==> run_1/met1.png <==
Drawn at 4 px/um.
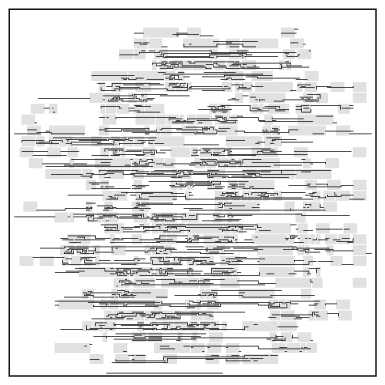
==> run_1/met2.png <==
Drawn at 4 px/um.
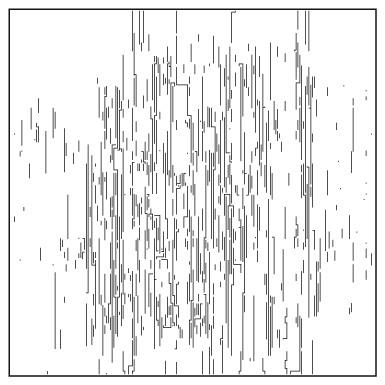
==> run_1/met3.png <==
Drawn at 3 px/um.
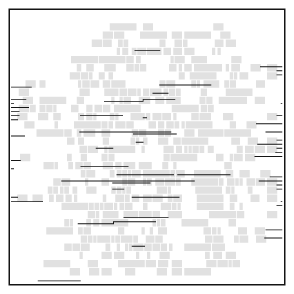
==> run_1/final_congestion.png <==
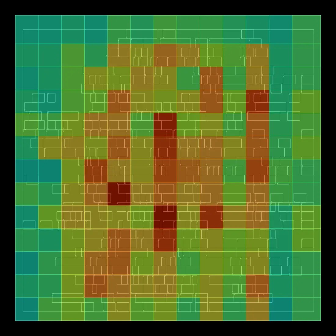
File: src/rtl/fetch_ctrl_pkg.sv
// Shared types and constants for the instruction fetch controller.
// Holds the FSM state encoding, the PC width and the default reset PC.
package fetch_ctrl_pkg;

  localparam int PC_WIDTH = 16;
  localparam logic [PC_WIDTH-1:0] DEFAULT_RESET_PC = 16'h3000;

  typedef enum logic {
    IDLE = 1'b0,
    REQ  = 1'b1
  } fetch_state_e;

  // Sequential successor; wraps naturally at the top of the address space.
  function automatic logic [PC_WIDTH-1:0] pc_inc(input logic [PC_WIDTH-1:0] p);
    return p + {{(PC_WIDTH-1){1'b0}}, 1'b1};
  endfunction

endpackage

File: src/rtl/fetch_ctrl_if.sv
// Control/handshake bundle between the fetch controller and its pipeline
// and instruction-memory neighbours.
interface fetch_ctrl_if;
  import fetch_ctrl_pkg::*;

  logic                enable_updatePC;
  logic                enable_fetch;
  logic                br_taken;
  logic [PC_WIDTH-1:0] taddr;
  logic                imem_ready;
  logic [PC_WIDTH-1:0] pc;
  logic [PC_WIDTH-1:0] npc;
  logic                imem_rd;
  logic                fetch_valid;
  logic                update_pending;

  modport slave (
    input  enable_updatePC, enable_fetch, br_taken, taddr, imem_ready,
    output pc, npc, imem_rd, fetch_valid, update_pending
  );

  modport master (
    output enable_updatePC, enable_fetch, br_taken, taddr, imem_ready,
    input  pc, npc, imem_rd, fetch_valid, update_pending
  );

endinterface

File: src/rtl/fetch_ctrl.sv
// Fetch controller: owns the PC, sequences instruction-memory reads and
// buffers one PC redirect that arrives while a read is still outstanding.
module fetch_ctrl
  import fetch_ctrl_pkg::*;
#(
  parameter logic [PC_WIDTH-1:0] RESET_PC = DEFAULT_RESET_PC
) (
  input  logic          clock,
  input  logic          reset,
  fetch_ctrl_if.slave   bus
);

  fetch_state_e        state_q, state_d;
  logic [PC_WIDTH-1:0] pc_q, pc_d;
  logic [PC_WIDTH-1:0] pend_target_q, pend_target_d;
  logic                pend_q, pend_d;

  logic                busy;
  logic [PC_WIDTH-1:0] base;
  logic [PC_WIDTH-1:0] target;

  // One target computation serves both the immediate and the buffered path;
  // a buffered redirect becomes the base for any later sequential step.
  always_comb begin
    busy   = (state_q == REQ) && !bus.imem_ready;
    base   = pend_q ? pend_target_q : pc_q;
    target = bus.br_taken ? bus.taddr : pc_inc(base);
  end

  always_comb begin
    state_d = state_q;
    unique case (state_q)
      IDLE: if (bus.enable_fetch) state_d = REQ;
      REQ:  if (bus.imem_ready && !bus.enable_fetch) state_d = IDLE;
      default: state_d = IDLE;
    endcase
  end

  // PC is frozen while a read is in flight; redirects seen then go to the slot.
  always_comb begin
    pc_d          = pc_q;
    pend_d        = pend_q;
    pend_target_d = pend_target_q;
    if (busy) begin
      if (bus.enable_updatePC) begin
        pend_d        = 1'b1;
        pend_target_d = target;
      end
    end else begin
      pend_d = 1'b0;
      if (bus.enable_updatePC) pc_d = target;
      else if (pend_q)         pc_d = pend_target_q;
    end
  end

  always_ff @(posedge clock or posedge reset) begin
    if (reset) begin
      state_q       <= IDLE;
      pc_q          <= RESET_PC;
      pend_q        <= 1'b0;
      pend_target_q <= '0;
    end else begin
      state_q       <= state_d;
      pc_q          <= pc_d;
      pend_q        <= pend_d;
      pend_target_q <= pend_target_d;
    end
  end

  assign bus.pc             = pc_q;
  assign bus.npc            = pc_inc(pc_q);
  assign bus.imem_rd        = (state_q == REQ);
  assign bus.fetch_valid    = (state_q == REQ) && bus.imem_ready;
  assign bus.update_pending = pend_q;

endmodule

File: src/flat_wrapper.sv
// flat-port wrapper written by rule: the top's interface ports become plain ports
module fetch_ctrl_flat import fetch_ctrl_pkg::*;
#(
  parameter logic [PC_WIDTH-1:0] RESET_PC = DEFAULT_RESET_PC
)
  (clock, reset, bus_enable_updatePC, bus_enable_fetch, bus_br_taken, bus_taddr, bus_imem_ready, bus_pc, bus_npc, bus_imem_rd, bus_fetch_valid, bus_update_pending);
  fetch_ctrl_if bus_i ();
  input  logic clock;
  input  logic reset;
  input wire logic [$bits(bus_i.enable_updatePC)-1:0] bus_enable_updatePC;
  input wire logic [$bits(bus_i.enable_fetch)-1:0] bus_enable_fetch;
  input wire logic [$bits(bus_i.br_taken)-1:0] bus_br_taken;
  input wire logic [$bits(bus_i.taddr)-1:0] bus_taddr;
  input wire logic [$bits(bus_i.imem_ready)-1:0] bus_imem_ready;
  output wire logic [$bits(bus_i.pc)-1:0] bus_pc;
  output wire logic [$bits(bus_i.npc)-1:0] bus_npc;
  output wire logic [$bits(bus_i.imem_rd)-1:0] bus_imem_rd;
  output wire logic [$bits(bus_i.fetch_valid)-1:0] bus_fetch_valid;
  output wire logic [$bits(bus_i.update_pending)-1:0] bus_update_pending;
  assign bus_i.enable_updatePC = bus_enable_updatePC;
  assign bus_i.enable_fetch = bus_enable_fetch;
  assign bus_i.br_taken = bus_br_taken;
  assign bus_i.taddr = bus_taddr;
  assign bus_i.imem_ready = bus_imem_ready;
  assign bus_pc = bus_i.pc;
  assign bus_npc = bus_i.npc;
  assign bus_imem_rd = bus_i.imem_rd;
  assign bus_fetch_valid = bus_i.fetch_valid;
  assign bus_update_pending = bus_i.update_pending;
  fetch_ctrl #(.RESET_PC(RESET_PC)) u_core (.clock(clock), .reset(reset), .bus(bus_i));
endmodule
File: config.mk
export PLATFORM = sky130hd
export DESIGN_NAME = fetch_ctrl_flat
export DESIGN_NICKNAME = d
export VERILOG_FILES = /design/src/rtl/fetch_ctrl_pkg.sv /design/src/rtl/fetch_ctrl_if.sv /design/src/rtl/fetch_ctrl.sv /design/src/flat_wrapper.sv
export SDC_FILE = /design/constraint.sdc
export NUM_CORES = 1
export LEC_CHECK = 0
export CORE_MARGIN = 2
export CORE_UTILIZATION = 35
export CTS_CLUSTER_DIAMETER = 60
export DETAILED_ROUTE_END_ITERATION = 12
export GPL_ROUTABILITY_DRIVEN = 0
export SLEW_MARGIN = 15
export SYNTH_ARGS = -nofsm -noshare
export SYNTH_HDL_FRONTEND = slang
export SYNTH_SLANG_ARGS = --single-unit
File: constraint.sdc
create_clock -name clock -period 3.25 [get_ports clock]
set_input_delay 0.8125 -clock clock [delete_from_list [all_inputs] [get_ports clock]]
set_output_delay 0.8125 -clock clock [all_outputs]
set_load 0.02 [all_outputs]
==> run notes, run 1 <==
Status on the layout run. Number of setup violations in the final report landed at 0. In this run, synthesis produced a sequential element count of 34. about 57 I/O pins were placed. Per the final report, max-transition violations number 0. The biggest slice of the total power is consumed by combinational cells. Placeable core region landed at 7330 sq um. The final hold violation count recorded for this run is 0. Per the timing report, the most critical flop-to-flop path originates at u_core.bus.update_pending. Portion of the post-synthesis area used by sequential elements landed at about a third. The most critical setup path has its endpoint at bus_npc[15].

The path class of the tightest hold or removal check is reg -> reg. Sequential power share landed at 32.1%. Yosys mapped the design onto ~57 distinct sky130hd cell types. Number of rows in the core area landed at 31. Detailed placement ended at an HPWL of 5.86 mm. In this run the biggest area consumer among cell types represents 30.0% of the synthesized area. Final-layout non-clock buffer area share landed at 21.2%.

Looking at the area split, the leading class of cells is multi-input combinational cells. Per the synthesis report, the adder-cell share of the synthesized area is 0.938%. Setup slack closes at 160 ps. Net count after synthesis landed at 341. Maximum number of pins on one net before global-route repair landed at 35. Post-CTS setup buffer count landed at 0. Excluding fillers, the count of instances in the completed layout stands at 479. The net switching power in the latest report is 786 uW.

The post-placement cell area is 3400 sq um. Number of design-rule violations left by the first detailed-router iteration landed at 199. Clock edge transition at the registers on the reported setup and hold paths landed at 70 ps.

The timing report lists the critical path depth as 7 cells. Number of max-cap violations landed at 0. The synthesis run shows the most used standard cells to be sky130_fd_sc_hd__nand2_1 (33), sky130_fd_sc_hd__dfrtp_1 (32), sky130_fd_sc_hd__a21oi_1 (21). The internal power of the cells totals 1.15 mW. Met1 wire length landed at 3.95 mm.

The power report lists the combinational group at slightly below 1 mW. Met2 wire length landed at around 3.4 mm. Cell count after synthesis landed at roughly 320.

Setup slack at placement landed at 339 ps. Minimum clock period landed at slightly above 3000 ps. Clock tree buffer count of the final layout landed at 7. The clock network takes up 2.61% of total cell area after layout. AND-OR/OR-AND share of the synthesized area landed at 22.2%. The number of global-route vias before repair was 2509.

Worst supply voltage drop on vdd landed at 0.199 mV. Looking at the cell usage after synthesis, the top flip-flop cell is sky130_fd_sc_hd__dfrtp_1. Looking at the reg2reg group, the worst path ends at u_core.bus.pc[14]. For this design, the CTS-stage hold fixing added 0 buffers.

Synthesis area per yosys landed at 2670 sq um. The worst setup path is captured at an output pin. Per the CTS log, the buffer count on the longest clock path is 2.

Counting only logic cells after layout, the most numerous master is sky130_fd_sc_hd__clkdlybuf4s50_1. Critical path arrival landed at 2280 ps. Number of optimization iterations in the first detailed-route pass landed at 4. Die outline height landed at 91.3 um. After synthesis, the cell types taking the most area are sky130_fd_sc_hd__dfrtp_1 (30%), sky130_fd_sc_hd__mux2i_1 (4.9%), sky130_fd_sc_hd__nand2_1 (4.6%), sky130_fd_sc_hd__a21oi_1 (3.9%), sky130_fd_sc_hd__xnor2_1 (3.9%). Filler cell count landed at 718. The flow ran to the end, and the final reports show no timing, DRC or antenna violations. Cell resize tally after clock tree synthesis landed at 0. Summing all flip-flop and latch instances after layout gives approximately 850 sq um.

For hold timing, the worst endpoint is u_core.pend_target_q[14]. Per the cell usage report, the commonest logic cells after layout are sky130_fd_sc_hd__clkdlybuf4s50_1 (56), sky130_fd_sc_hd__nand2_1 (33), sky130_fd_sc_hd__dfrtp_1 (32). On the critical path, the stage with the largest delay is an instance of sky130_fd_sc_hd__clkdlybuf4s50_1. Warning count from the yosys run landed at 0.

For this run, the slowest stage of the critical path takes 620 ps. The routed design uses 430 um of met3 wire. Worst path required time landed at between 2000 and 2500 ps. Setup repair after global routing left no endpoint under its margin. In this run, the synthesized area fraction spent on and/or/nand/nor cells is recorded as 23.8%. A synthesized cell averages 8.42 sq um. The script parses the final routing iteration and logs DRC violations as 0. Overall routing resource usage recorded by global route was 19.8%. STA classifies the critical path startpoint as a register. The floorplan step defined a die boundary enclosing 8340 sq um.

Along the worst path, the maximum fanout reaches 8. Dividing the final minimum period by the clock period gives 95.1%. With fillers left out, the area of the finished cells amounts to ~3500 sq um. The critical path starts at u_core.bus.pc[0]. The fraction of cell area in multi-input combinational cells is reported as 47.7%. Number of nets in the final layout landed at 403. Tap cell count landed at 99. Of all cell types, the one taking the most synthesized area is sky130_fd_sc_hd__dfrtp_1. Floorplan-stage core utilization landed at 36.4%.

For the worst min-delay path, the startpoint reported by OpenROAD is u_core.pend_target_q[14]. Met3 capacity usage during global routing landed at 2.74%. Per the run report, area growth between synthesis and finish was 31.1%. Internal reg-to-reg setup slack landed at 720 ps. Non-clock buffer count in the final layout landed at ~80. Placed instance count landed at 471. Proportion of layout cells with a drive suffix above 1 landed at 13.4%.

Number of buffers inserted during clock tree synthesis landed at 5. Global-route wire length before repair landed at 13.1 mm. The synthesized netlist devotes slightly above 6% of its cell area to XOR and XNOR gates.

Number of antenna diodes landed at 0. Proportion of register bits with asynchronous set or reset after synthesis landed at 100%. The critical path is of the reg -> out type.

In the Yosys report the total cell count is 317. The non-clock inverters instantiated in the layout total 6. The die is 91.3 um wide. Traced cell by cell, the critical path runs through nand3_1, nor3_1, buf_4, nand2_1, nor3_2, xor2_1, clkdlybuf4s50_1. The synthesis stats list as the most numerous cell sky130_fd_sc_hd__nand2_1. Post-route clock skew landed at around 14 ps. Number of warnings in the stage logs landed at 26. Of the total power, the clock network draws 17.4%. Across the whole layout, storage elements make up 24.4% of the cell area. In this run, power in the clock network comes to about 340 uW. The script extracted a total leakage power of 1.42 nW. Final hold slack landed at 489 ps. The buffer_ports step reported a buffer count of 56.

Length in cells of the worst reg-to-reg path landed at 6. Setup total negative slack landed at 0 ps. Area of the multi-input gates landed at 1670 sq um. By area, the combinational part of the netlist is dominated by simple AND/OR/NAND/NOR gates. Final wirelength landed at 7.84 mm. TritonCTS built the clock tree. CTS built an H-tree with a depth of 2.

On the critical path the largest part of the delay comes from buffers and inverters. The design draws 1.94 mW. Insertion delay of the later-clocked pin in the worst-skew pair landed at 300 ps. Average vias per placed instance landed at ~5.4. The final layout contains a sequential cell count of 34.

The layer flagged by global routing as most heavily used is met1. According to the CTS report, the clock sink count is 34. Maximum clock frequency landed at approximately 320 MHz. After detailed routing, no signal wire sits above met4. Total overflow reported by the global router landed at 0. Per report_power, the combinational group accounts for between 50% and 60% of the total. The routed layout has between 2000 and 3000 vias. Sequential logic power landed at approximately 620 uW. Share of synthesized area spent on multiplexers landed at 9.19%. Net switching is 40.6% of the power. Synthesized cell area landed at 2670 sq um.

Number of buffers and inverters on the critical path landed at 2. Power density of the placed cells landed at 553 nW/um^2. The synthesized design contains 0 enable-type register cells. Along the worst hold path, the cell count comes to 2. Remaining antenna violation count landed at 0. Initial antenna violation count landed at 0. 252 cells are multi-input combinational gates.
## Picture notes: met1.png
longest straight run: 35.9 um
share of all routed wire: 50%
nets with wire on the layer: 362
wire length on this layer: 3950 um
main direction: horizontal

## Picture notes: met2.png
main direction: vertical
nets with wire on the layer: 313
longest straight run: 39.1 um
share of all routed wire: 43%

## Picture notes: met3.png
longest straight run: 44.2 um
share of all routed wire: 5.5%
nets with wire on the layer: 50

## Picture notes: final_congestion.png
GRT met1 Usage: 29.9%
utilization after layout: 47.7%
Routed wire per std cell: 16.4 um
M2 GR Usage: 29.3%

==> inputs of run 2 (changes only) <==
--- a/config.mk
+++ b/config.mk
@@ -6,10 +6,11 @@
 export NUM_CORES = 1
 export LEC_CHECK = 0
 export CORE_MARGIN = 2
-export CORE_UTILIZATION = 35
+export CORE_UTILIZATION = 52
 export CTS_CLUSTER_DIAMETER = 60
 export DETAILED_ROUTE_END_ITERATION = 12
 export GPL_ROUTABILITY_DRIVEN = 0
+export PLACE_DENSITY = 0.81
 export SLEW_MARGIN = 15
 export SYNTH_ARGS = -nofsm -noshare
 export SYNTH_HDL_FRONTEND = slang
==> run_2/met4.png <==
Drawn at 4 px/um.
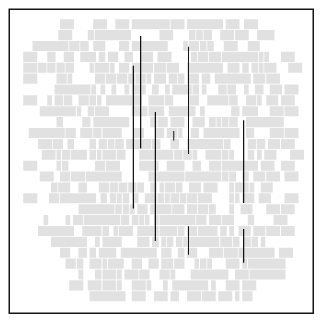
share of all routed wire: 2.1%
main direction: vertical
nets with wire on the layer: 8
longest straight run: 35.4 um
Routed Wire Length: 7.59 mm
via total after detailed routing: 2702

==> run_2/met3.png <==
Drawn at 4 px/um.
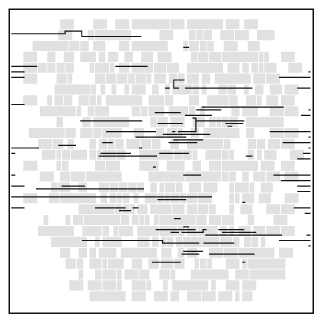
nets with wire on the layer: 63
longest straight run: 49.9 um
main direction: horizontal
met3 Usage GRT: 5.56%

==> run_2/met2.png <==
Drawn at 6 px/um.
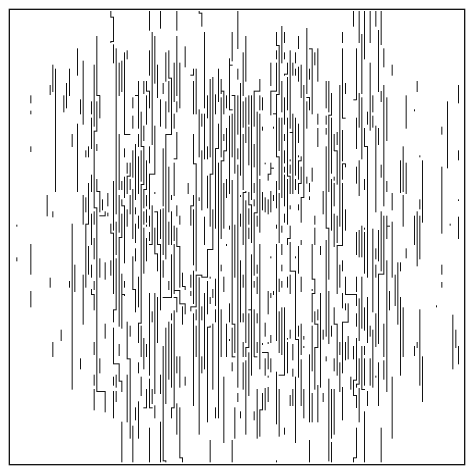
M2 GR Usage: 41.5%

==> run notes, run 2 <==
Status on the layout run. The run finished with clean final reports. The report counts max-capacitance violations totalling 0. Final hold slack landed at 503 ps. Proportion of layout cells with a drive suffix above 1 landed at 12.1%. Number of logic gates landed at 252. Fraction of the core area covered by cells at the end of the flow landed at 67.5%. Synthesis area per yosys landed at 2670 sq um.

For this run, the script counts the antenna cells in the layout as 0. Data on the critical path arrives at its endpoint at 2290 ps. Die outline height landed at 75.6 um. Number of hold buffers added after cts landed at 0. The dominant power group in this design is combinational cells.

The area fraction of the largest cell type after synthesis is 30.0%. The share of total power dissipated in combinational logic is 48.5%. Including well taps, the total number of placed cells is ~430. TritonRoute output was used to compute an average wire per cell of 17.2 um.

The critical path in this run is classified as reg -> out. Once layout is complete, the cells apart from fillers number ~440. Setup total negative slack landed at 0 ps. Looking at the clock tree report, the H-tree level count equals 2.

The layout has 7 clock buffers. The endpoint identified for the worst register-to-register timing path is u_core.pend_target_q[15]. Per the post-synthesis report, the nets total 341. OpenSTA lists the critical path startpoint as u_core.bus.pc[4]. Clock buffer and inverter area fraction after layout landed at 2.68%. Maximum clock frequency landed at 323 MHz.

The path class of the tightest hold or removal check is reg -> reg. Register fraction of the total cell area landed at 25.1%. Number of hold violations in the final report landed at 0. Count of final max-slew check failures landed at 0. Summed over all nets, wire length on met2 after detailed routing comes to 3.54 mm.

In the synthesized netlist, the dominant kind of combinational cell is simple AND/OR/NAND/NOR gates. After layout, the minimum clock period comes to 3100 ps. In the Yosys report the total cell count is 317.

Switching power share of the total landed at 40.9%. The timing report gives the worst reg2reg path a setup slack of slightly below 1000 ps. Global routing consumed, over all layers together, 27.8% of the routing resources. Post-synthesis share of cell area spent on xor and xnor gates landed at 6.24%. Between clock sinks in the finished design, the worst skew comes to 5.15 ps. Area of the multi-input gates landed at approximately 1700 sq um. Number of library cell types mapped by synthesis landed at roughly 57. Sorting the synthesized cells by area gives the leading types as sky130_fd_sc_hd__dfrtp_1 (30%), sky130_fd_sc_hd__mux2i_1 (4.9%), sky130_fd_sc_hd__nand2_1 (4.6%), sky130_fd_sc_hd__a21oi_1 (3.9%), sky130_fd_sc_hd__xnor2_1 (3.9%). Setup slack at placement landed at around 320 ps. By instance count after routing, the leading logic cell types are sky130_fd_sc_hd__clkdlybuf4s50_1 (55), sky130_fd_sc_hd__nand2_1 (33), sky130_fd_sc_hd__dfrtp_1 (30). Synthesized cell area landed at 2670 sq um. Global routing put the most usage on met2. In the final layout, non-clock buffers account for around 20% of the cell area. By count the netlist is led by sky130_fd_sc_hd__nand2_1 (33), sky130_fd_sc_hd__dfrtp_1 (32), sky130_fd_sc_hd__a21oi_1 (21). Before antenna repair, the detailed router went through 5 iterations. In the synthesized netlist the dominant register cell turns out to be sky130_fd_sc_hd__dfrtp_1. Entering global routing, the biggest net connects 37 pins. The capture point of the critical path was reported as bus_npc[15]. I/O pin total landed at about 57. Across all stage logs, warnings added up to 26.

The post-synth count of flops with an enable pin is 0. Floorplan-stage core utilization landed at 52.9%. The initial antenna violation count came to 0. Of all cell types, the one taking the most synthesized area is sky130_fd_sc_hd__dfrtp_1. Length in cells of the worst reg-to-reg path landed at 6.

According to the finish report, the design has a final net count of 394. STA lists the maximum fanout along the critical path as 7. The number of gates resized after CTS was 1. The report lists the power per cell area as 561 nW/um^2. Per the skew report, the later register of the worst-skew pair sees a clock latency of 290 ps. The startpoint identified for the worst hold timing path is u_core.pend_target_q[13]. Count of port buffers added during placement landed at 56. Yosys reported a register bit count of 34. Cell area after placement landed at approximately 3300 sq um. Sequential power share landed at 34.1%.

Average vias per placed instance landed at 6.13. Net switching power landed at slightly below 800 uW. Post-synthesis share of cell area spent on full adders, half adders and majority gates landed at 0.938%.

Number of buffers and inverters on the critical path landed at 1. Global-route wire length before repair landed at around 12 mm. In this run, power in combinational logic comes to 926 uW.

TritonCTS built the clock tree. The cell-mix breakdown from Yosys lists the compound-gate area share as 22.2%. According to the tapcell log, the count of inserted taps is 70. Cell count after synthesis landed at 317. In the global route stage, met1 resource usage came out at roughly two fifths. After filler insertion, the fill cell instance count of the layout stands at 431.

The worst setup path is launched from a register. Per report_power, the Clock row totals about 330 uW. The initialized floorplan defines 26 standard-cell rows. The most common logic cell in the final layout is sky130_fd_sc_hd__clkdlybuf4s50_1. The slowest stage of the critical path belongs to the cell sky130_fd_sc_hd__clkdlybuf4s50_1.

Walking the worst path, the cells encountered are nand3_1, nor3_2, nand2_1, nor3_1, xor2_1, clkdlybuf4s50_1. Per the OpenROAD power report, leakage power amounts to 1.38 nW. Final clock period utilization by the worst path landed at 95.4%.

The horizontal die dimension reported for this design is 75.6 um. Sorting the synthesis cell report by count puts at the top sky130_fd_sc_hd__nand2_1. After the first detailed-routing iteration, the DRC count stood at 301. For this run, the number of Yosys warnings is 0. The path with the worst hold slack has its endpoint at u_core.pend_target_q[13]. Clock-pin slew was measured on the worst setup and hold paths at 70 ps. The kind of cell with the highest combined delay along the critical path is simple AND/OR/NAND/NOR gates.

Of the synthesized area, sequential elements account for a little under a third. Remaining antenna violation count landed at 0. The total overflow left after global routing is 0. The CTS log lists the clock sinks for this run as 34. Per the power-grid run, VDD falls by no more than ~0.35 mV. Number of global-route vias before repair landed at between 2000 and 2500. Buffer depth of the longest clock path landed at 2. Relative area change from synthesis to final layout landed at 27.5%. Per-instance average area after synthesis landed at about 8.4 sq um.

The design has 34 sequential cells. Placeable core region landed at 5040 sq um. Setup repair after global routing left no endpoint under its margin. After Yosys synthesis, and, or, nand and nor cells account for 23.8% of the synthesized area. Sum of met3 wire segment lengths after detailed routing landed at roughly 560 um. Share of the final layout cell area in multi-input gates landed at 49.1%. DRC violation count after routing landed at 0.

Number of cells on the worst hold path landed at 2. STA classifies the critical path endpoint as an output pin. For the worst reg-to-reg path, the startpoint reported by OpenROAD is u_core.bus.update_pending.

Non-clock buffer count in the final layout landed at between 70 and 80. Sequential logic power landed at 651 uW. Among all stages on the critical path, the maximum delay recorded is 620 ps. The synthesis report gives the async set-or-reset register share as 100%. Endpoints with negative setup slack in the final report add up to 0. Post-detailed-placement half-perimeter wirelength landed at 5.42 mm. Cell area after layout landed at about 3400 sq um. Walking the critical path from launch to capture passes 6 cell instances.
==> run_2/met1.png <==
Drawn at 4 px/um.
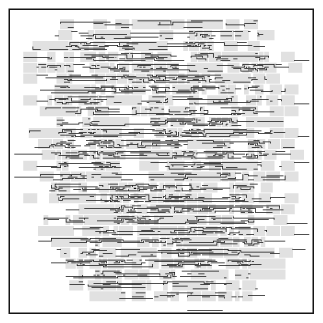

==> inputs of run 3 (changes only) <==
--- a/config.mk
+++ b/config.mk
@@ -9,8 +9,9 @@
 export CORE_UTILIZATION = 52
 export CTS_CLUSTER_DIAMETER = 60
 export DETAILED_ROUTE_END_ITERATION = 12
-export GPL_ROUTABILITY_DRIVEN = 0
 export PLACE_DENSITY = 0.81
+export SETUP_SLACK_MARGIN = 0.5
+export SKIP_LAST_GASP = 1
 export SLEW_MARGIN = 15
 export SYNTH_ARGS = -nofsm -noshare
 export SYNTH_HDL_FRONTEND = slang
==> run_3/met1.png <==
Drawn at 4 px/um.
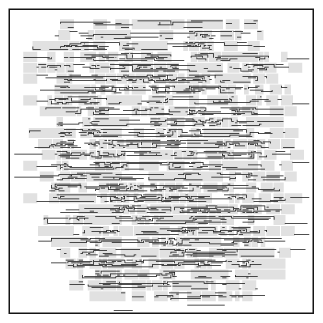
nets with wire on the layer: 352
main direction: horizontal
longest straight run: 27.1 um
wire length on this layer: 3410 um
GRT met1 Usage: 40.7%
Routed Wire Length: 7.81 mm
via total after detailed routing: 2716

==> run_3/met3.png <==
Drawn at 4 px/um.
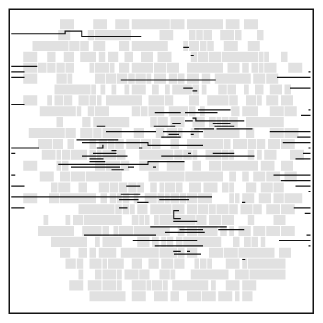
share of all routed wire: 7.5%
nets with wire on the layer: 69
longest straight run: 49.9 um

==> run notes, run 3 <==
Status on the layout run. The flow ran to the end, and the final reports show no timing, DRC or antenna violations. Non-clock buffer count in the final layout landed at 74. The synthesized instance count is 317. STA classifies the critical path startpoint as a register.

Number of buffers and inverters on the critical path landed at 1. Hold is met by between 500 and 600 ps. Worst path required time landed at 2440 ps. The worst register-to-register path has a setup slack of 920 ps.

Looking at the clock tree report, the H-tree level count equals 2. TritonCTS built the clock tree. The clock net in this run drives a total of 34 sinks. Maximum number of pins on one net before global-route repair landed at 37. Share of the final layout cell area in multi-input gates landed at 49.3%. The synthesis run identifies the leading combinational cell family as simple AND/OR/NAND/NOR gates. Number of buffers inserted during clock tree synthesis landed at 5. The post-route report lists met1 wire length as 3.41 mm. Part of the total power dissipated in the clock network landed at 17.4%. Ranking logic cells in the layout by count gives the top entries sky130_fd_sc_hd__clkdlybuf4s50_1 (43), sky130_fd_sc_hd__nand2_1 (33), sky130_fd_sc_hd__dfrtp_1 (26). Per the layout area report, the sequential fraction of cell area is about a quarter. Critical path arrival landed at 1820 ps.

In this run the tools logged warnings totalling 27. The layer flagged by global routing as most heavily used is met2. For reference, the placement row count at floorplan is 26. Tap insertion was completed with about 70 tapcells. Minimum clock period landed at 2630 ps. The biggest slice of the total power is consumed by combinational cells. Per report_power, the combinational group accounts for ~49% of the total.

Length in cells of the worst reg-to-reg path landed at 6. The leakage power in the latest report is 1.41 nW. Net switching power landed at approximately 790 uW. The launch point of the worst register-to-register path is recorded as u_core.bus.update_pending. Per the synth stats, the flop cell with the highest instance count is sky130_fd_sc_hd__dfrtp_1. Final non-filler cell total landed at 444. The highest metal layer carrying signal wires in the routed design is met4. Post-detailed-placement half-perimeter wirelength landed at 5.42 mm. Counting along the longest clock path gives a buffer depth of 2. Setup slack at placement landed at between 300 and 400 ps. Number of hold violations in the final report landed at 0.

Per the timing report, the biggest fanout along the worst path comes to 8. Number of cells on the worst hold path landed at 2. The number of global-route vias before repair was 2412. Warning count from the yosys run landed at 0. Number of optimization iterations in the first detailed-route pass landed at 6. Cell area after placement landed at 3300 sq um. AND-OR/OR-AND share of the synthesized area landed at between 20% and 30%. After detailed routing, the average wire length per cell comes to 17.6 um. The report lists the cells along the critical path as nand3_1, nor3_2, nand2_1, nor3_1, xor2_1, clkbuf_2.

Clock buffer and inverter area fraction after layout landed at around 2.7%. Proportion of layout cells with a drive suffix above 1 landed at 15.5%. Sequential power share landed at 34.2%.

The class occupying the most area after layout is reported as multi-input combinational cells. Global routing used 5.56% of the available met3 tracks. Synthesis area per yosys landed at 2670 sq um. Fraction of the core area covered by cells at the end of the flow landed at 67.7%.

Per the layout area report, the register area comes to 861 sq um. Broken down by cell family, the worst path's largest delay share belongs to simple AND/OR/NAND/NOR gates. During I/O placement, the number of pins put on the boundary was 57. Count of port buffers added during placement landed at 56.

The number of placed instances, taps included, is 433. For this design, the CTS-stage hold fixing added 0 buffers. Static timing analysis puts the maximum clock frequency at 380 MHz. Per STA, the startpoint of the critical path is u_core.bus.pc[3]. Area share of and/or/nand/nor cells after synthesis landed at 23.8%. Net count after synthesis landed at ~340. Number of max-cap violations landed at 0. Once detail routing completed, the nets flagged for antenna violations numbered 0.

The min-delay analysis places its worst path in the category reg -> reg. Final worst-path setup slack landed at a little over 600 ps. In the post-synthesis netlist, the biggest area contributors are sky130_fd_sc_hd__dfrtp_1 (30%), sky130_fd_sc_hd__mux2i_1 (4.9%), sky130_fd_sc_hd__nand2_1 (4.6%), sky130_fd_sc_hd__a21oi_1 (3.9%), sky130_fd_sc_hd__xnor2_1 (3.9%). Clock network power consumption landed at 333 uW. Number of antenna diodes landed at 0. According to the timing report, the critical path is captured at bus_npc[15]. Buffers outside the clock tree occupy 19.6% of the routed design's cell area. The synthesized design spends more area on one cell type than any other, namely sky130_fd_sc_hd__dfrtp_1. The worst setup path is captured at an output pin.

Total overflow reported by the global router landed at 0. Global router's overall resource usage landed at between 20% and 30%. The critical path's slowest stage uses the library cell sky130_fd_sc_hd__dfrtp_2. Top cell type's share of synthesized area landed at 30.0%. Post-route clock skew landed at 9.42 ps. Yosys instantiated no cell more often than sky130_fd_sc_hd__nand2_1.

Number of library cell types mapped by synthesis landed at 57. Synthesis inferred 34 register bits. Area of the multi-input gates landed at between 1500 and 2000 sq um. In this run, synthesis inferred 0 flip-flops with an integrated enable. By instance count after routing, the leading logic cell type is sky130_fd_sc_hd__clkdlybuf4s50_1. Post-CTS repair changed the size of 18 cells. The capture point of the worst register-to-register path is recorded as u_core.pend_target_q[15].

The worst path uses 80.9% of the clock period. Average vias per placed instance landed at 6.12. Post-synthesis share of cell area spent on xor and xnor gates landed at 6.24%. Non-clock inverter total of the final layout landed at 6. The flow measured a signed area growth from synthesis to layout of 28.0%.

The final layout report lists a filler cell count of around 420. The final design was reported to hold multi-input combinational gates totalling 252. The final max-slew violation count recorded for this run is 0. By count the netlist is led by sky130_fd_sc_hd__nand2_1 (33), sky130_fd_sc_hd__dfrtp_1 (32), sky130_fd_sc_hd__a21oi_1 (21). STA shows the worst min-delay path finishing at u_core.pend_target_q[14]. Per the post-CTS timing run, clock transition at the registers of the reported paths is 80 ps. The synth_stat.txt file lists the number of cells as 317. Number of nets in the final layout landed at 397. The last timing report of the flow puts the setup violation total at 0. Horizontal die dimension landed at 75.6 um. Area enclosed by the die boundary landed at 5720 sq um. Portion of the post-synthesis area used by sequential elements landed at 32.0%.

Sum of met3 wire segment lengths after detailed routing landed at 583 um. Per the layout report, the design carries 7 clock buffers. Met2 usage in global routing landed at 41.8%. In this run the most critical hold path is launched from u_core.pend_target_q[14]. In the finished design the tool counted flip-flops and latches totalling 34. Yosys reports the multiplexer fraction of the synthesized area as about 9.2%. In this run the post-CTS setup repair buffer count came out at 0.
==> run_3/met4.png <==
Drawn at 4 px/um.
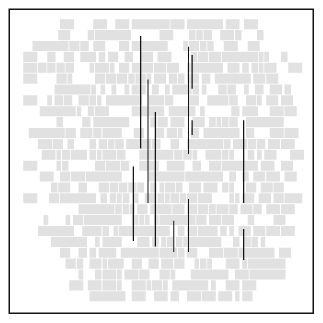
nets with wire on the layer: 11
longest straight run: 33.3 um
main direction: vertical

Power and IR drop assume default switching activity.
